### src/rtl/mem_access_arbiter.sv
// mem_access_arbiter
//   Two-port (instruction fetch / data) arbiter in front of a single memory
//   handshake (MFA request, MFC complete). Ties are resolved round-robin. After
//   reset the last grant is IF, so DATA wins the first tie. The granted
//   command is latched at grant time and held stable for the whole access.
//
//   Optional feature: define MEM_TIMEOUT_EN to abort an access that sees no
//   MFC within TIMEOUT_CYCLES access cycles. The aborted access completes
//   with ERR=1, and the granted read-data register is cleared.
//
// Ports
//   Clk, Reset                  clock, async active-high reset
//   IF_REQ, IF_ADDR             fetch request (always a word read)
//   IF_DONE, IF_RDATA           fetch completion pulse / read data
//   DATA_REQ, DATA_RW, DATA_WB,
//   DATA_ADDR, DATA_WDATA       data request (RW 1=read, WB 1=word)
//   DATA_DONE, DATA_RDATA       data completion pulse / read data
//   MFA, READ_WRITE, WORD_BYTE,
//   MEMADD, MEM_WDATA           memory command
//   MEM_RDATA, MFC              memory response
//   ERR                         timeout flag, valid with the DONE pulse
module mem_access_arbiter #(
  parameter int unsigned TIMEOUT_CYCLES = 16
) (
  input  logic        Clk,
  input  logic        Reset,
  input  logic        IF_REQ,
  input  logic [31:0] IF_ADDR,
  output logic        IF_DONE,
  output logic [31:0] IF_RDATA,
  input  logic        DATA_REQ,
  input  logic        DATA_RW,
  input  logic        DATA_WB,
  input  logic [31:0] DATA_ADDR,
  input  logic [31:0] DATA_WDATA,
  output logic        DATA_DONE,
  output logic [31:0] DATA_RDATA,
  output logic        MFA,
  output logic        READ_WRITE,
  output logic        WORD_BYTE,
  output logic [31:0] MEMADD,
  output logic [31:0] MEM_WDATA,
  input  logic [31:0] MEM_RDATA,
  input  logic        MFC,
  output logic        ERR
);

  if (TIMEOUT_CYCLES < 2 || TIMEOUT_CYCLES > 255) begin : g_bad_timeout
    $error("TIMEOUT_CYCLES must be within 2..255");
  end

  typedef enum logic [1:0] {IDLE, ACCESS, DONE} state_t;

  state_t      state_q;
  logic        grant_data_q;   // 1: current transfer belongs to the DATA port
  logic        last_data_q;    // 1: most recent grant went to DATA
  logic        rw_q;
  logic        wb_q;
  logic [31:0] addr_q;
  logic [31:0] wdata_q;
  logic [31:0] if_rdata_q;
  logic [31:0] data_rdata_q;
  logic        mfa_q;
  logic        if_done_q;
  logic        data_done_q;
  logic        grant_data_d;

`ifdef MEM_TIMEOUT_EN
  localparam logic [7:0] TMO_LAST = 8'(TIMEOUT_CYCLES - 1);
  logic [7:0] tmo_cnt_q;
  logic       err_q;
`endif

  // A lone request wins; on a tie, the port not granted last wins.
  always_comb begin
    grant_data_d = DATA_REQ && !(IF_REQ && last_data_q);
  end

  always_ff @(posedge Clk or posedge Reset) begin
    if (Reset) begin
      state_q      <= IDLE;
      grant_data_q <= 1'b0;
      last_data_q  <= 1'b0;
      rw_q         <= 1'b1;
      wb_q         <= 1'b1;
      addr_q       <= '0;
      wdata_q      <= '0;
      if_rdata_q   <= '0;
      data_rdata_q <= '0;
      mfa_q        <= 1'b0;
      if_done_q    <= 1'b0;
      data_done_q  <= 1'b0;
`ifdef MEM_TIMEOUT_EN
      tmo_cnt_q    <= '0;
      err_q        <= 1'b0;
`endif
    end else begin
      if_done_q   <= 1'b0;
      data_done_q <= 1'b0;
`ifdef MEM_TIMEOUT_EN
      err_q       <= 1'b0;
`endif
      case (state_q)
        IDLE: begin
          if (IF_REQ || DATA_REQ) begin
            grant_data_q <= grant_data_d;
            last_data_q  <= grant_data_d;
            if (grant_data_d) begin
              rw_q    <= DATA_RW;
              wb_q    <= DATA_WB;
              addr_q  <= DATA_ADDR;
              wdata_q <= DATA_WDATA;
            end else begin
              // Fetch: word read; write-data register deliberately untouched.
              rw_q   <= 1'b1;
              wb_q   <= 1'b1;
              addr_q <= IF_ADDR;
            end
            mfa_q   <= 1'b1;
`ifdef MEM_TIMEOUT_EN
            tmo_cnt_q <= '0;
`endif
            state_q <= ACCESS;
          end
        end

        ACCESS: begin
          if (MFC) begin
            if (rw_q) begin
              if (grant_data_q) data_rdata_q <= MEM_RDATA;
              else              if_rdata_q   <= MEM_RDATA;
            end
            mfa_q       <= 1'b0;
            if_done_q   <= !grant_data_q;
            data_done_q <= grant_data_q;
            state_q     <= DONE;
          end
`ifdef MEM_TIMEOUT_EN
          // MFC takes priority above, so a response on the expiry edge
          // still completes normally.
          else if (tmo_cnt_q == TMO_LAST) begin
            if (grant_data_q) data_rdata_q <= '0;
            else              if_rdata_q   <= '0;
            mfa_q       <= 1'b0;
            err_q       <= 1'b1;
            if_done_q   <= !grant_data_q;
            data_done_q <= grant_data_q;
            state_q     <= DONE;
          end else begin
            tmo_cnt_q <= tmo_cnt_q + 8'd1;
          end
`endif
        end

        DONE: begin
          state_q <= IDLE;
        end

        default: begin
          state_q <= IDLE;
        end
      endcase
    end
  end

  assign MFA        = mfa_q;
  assign READ_WRITE = rw_q;
  assign WORD_BYTE  = wb_q;
  assign MEMADD     = addr_q;
  assign MEM_WDATA  = wdata_q;
  assign IF_DONE    = if_done_q;
  assign DATA_DONE  = data_done_q;
  assign IF_RDATA   = if_rdata_q;
  assign DATA_RDATA = data_rdata_q;
`ifdef MEM_TIMEOUT_EN
  assign ERR        = err_q;
`else
  assign ERR        = 1'b0;
`endif

endmodule

### config.mk
export PLATFORM = sky130hd
export DESIGN_NAME = mem_access_arbiter
export DESIGN_NICKNAME = d
export VERILOG_FILES = /design/src/rtl/mem_access_arbiter.sv
export SDC_FILE = /design/constraint.sdc
export NUM_CORES = 1
export LEC_CHECK = 0
export CORE_UTILIZATION = 45
export CTS_BUF_LIST = sky130_fd_sc_hd__clkbuf_4 sky130_fd_sc_hd__clkbuf_8
export DETAILED_ROUTE_END_ITERATION = 6
export DONT_BUFFER_PORTS = 1
export PLACE_DENSITY = 0.71
export SLEW_MARGIN = 20
export SYNTH_ARGS = -nofsm -noshare
export SYNTH_HDL_FRONTEND = slang
export SYNTH_SLANG_ARGS = --single-unit
### constraint.sdc
create_clock -name Clk -period 7.3 [get_ports Clk]
set_input_delay 1.46 -clock Clk [delete_from_list [all_inputs] [get_ports Clk]]
set_output_delay 1.46 -clock Clk [all_outputs]
set_load 0.01 [all_outputs]
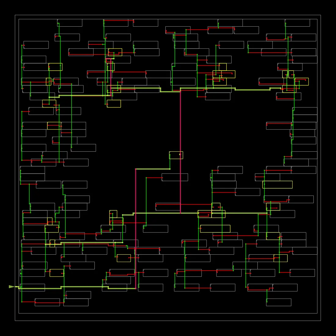
Figure 1: clock wiring as the flow saved it.
maximum clock skew at final layout: 0.0105 ns
number of clock buffer instances in the layout: 20
clock sink count: 136
Clk. pwr: 615 uW
TritonCTS Buffers: 17

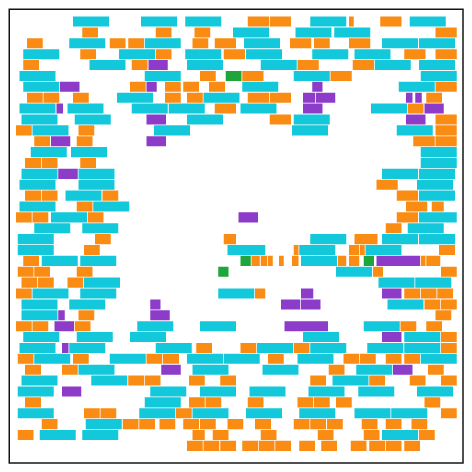
Figure 2: placement by cell class.
Drawn at 4 px/um.
clock drivers and dummy loads: in purple, cells 32. registers: in cyan, cells 136. remaining buffers and delay cells: in green, cells 4. remaining logic cells: in orange, cells 179.
Non-Filler Cell Area, Final: 0.00605 mm2
num rows: 40
flop share of the area: 56.3%
CORE AREA: 0.0120 mm2
Final Core Density: 50.4%

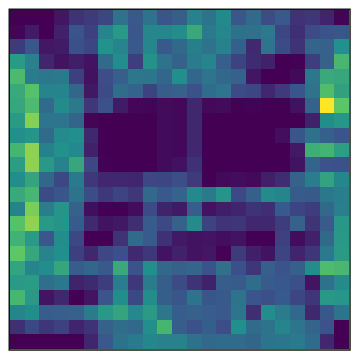
Figure 3: routed metal per tile.
Drawn at 3 px/um. 23 x 23 tiles, from dark purple (low) to yellow (high), scaled to the fullest tile. Values are wire area over tile area, all layers added.
12% of the tiles are over half the peak. The densest ninth of the die: left middle. The emptiest ninth of the die: middle. The mean over all tiles is 0.14. The fullest tile reaches 0.53.
Total GRT Usage: 17.7%
via count: 2716
Post-Route WL: 10.8 mm
Routed WL per cell: 21.8 um

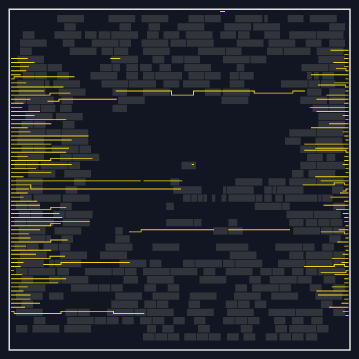
Figure 4: metal 3.
Drawn at 3 px/um.
The layer carries 1290 um of wire. The longest straight run is 49.9 um.
met3 track demand over resource in global routing: 10.5%

==> summary.txt <==
The synthesis and place-and-route flow finished, so here is a summary.

The number of non-filler instances in the completed layout is 498. The worst slew margin relative to its limit is 30.2%. The synthesized net count came out at 469. The flow ran to the end, and the final reports show no timing, DRC or antenna violations. The I/O pin total came out at 269. The worst setup path is captured at a flop. The final antenna-violating net count is 0. The number of cells reported by Yosys stat comes to 334. The timing report attributes the biggest portion of critical-path delay to simple AND/OR/NAND/NOR gates. Per STA, the startpoint of the critical path is DATA_REQ. The initial antenna violation count was 0. The number of global-route vias before repair is 3010. The chip area line of the yosys report came out at 0.00555 mm2. The highest achievable clock rate came out at 314 MHz. The post-synthesis average cell area is 16.6 um2. By instance count after routing, the leading logic cell type is dfrtp_1. The area share of and-or/or-and cells after synthesis is 0.722%. Setup repair after global routing left no endpoint under its margin. The data required time at the worst endpoint came out at 7.62 ns. The worst ir drop on vdd is 0.209 mV. The proportion of netlist area held by the largest area contributor is 60.4%. The number of logic stages on the critical path including buffering is 3.

The number of hold-repair buffers added at the cts stage is 0. The setup slack of the critical path after layout is 4.12 ns. The reported leakage power is 0.00268 uW.

The antenna diode count came out at 0. The worst hold path belongs to the class flop to flop. The global-route wire length before repair is 16.7 mm. Looking at the cell usage after synthesis, the top flip-flop cell is dfrtp_1. The area growth from synthesis to final layout came out at 9.11%. The final total power came out at 2920 uW.

The number of DRC violations after detailed routing came out at 0.
## metal layers
layer,GRT usage (%),routed length [um],vias up,part of all wire (%)
met5,0,0,-,0
met3,10.5,1290,8,12
li1,-,-,1187,-
met2,28.9,5570,147,51
met1,18.7,3870,1374,36
met4,6.75,104,0,0.96
## sequential cells by signal, summed over array words and instances, names as in the netlist
name and flops:
DATA_RDATA 32, IF_RDATA 32, MEMADD 32, MEM_WDATA 32, state_q 2, DATA_DONE 1
IF_DONE 1, MFA 1, READ_WRITE 1, WORD_BYTE 1, last_data_q 1
## layout make-up
type                       instances  area (um2)
sequential                       136        3410
multi-input combinational        176        2010
timing repair buffer               4        33.8
tap                              147         184
fill                            1002        5960
clock inverter                    12         125
inverter                           3        16.3
clock buffer                      20         275
Power and IR drop assume default switching activity.
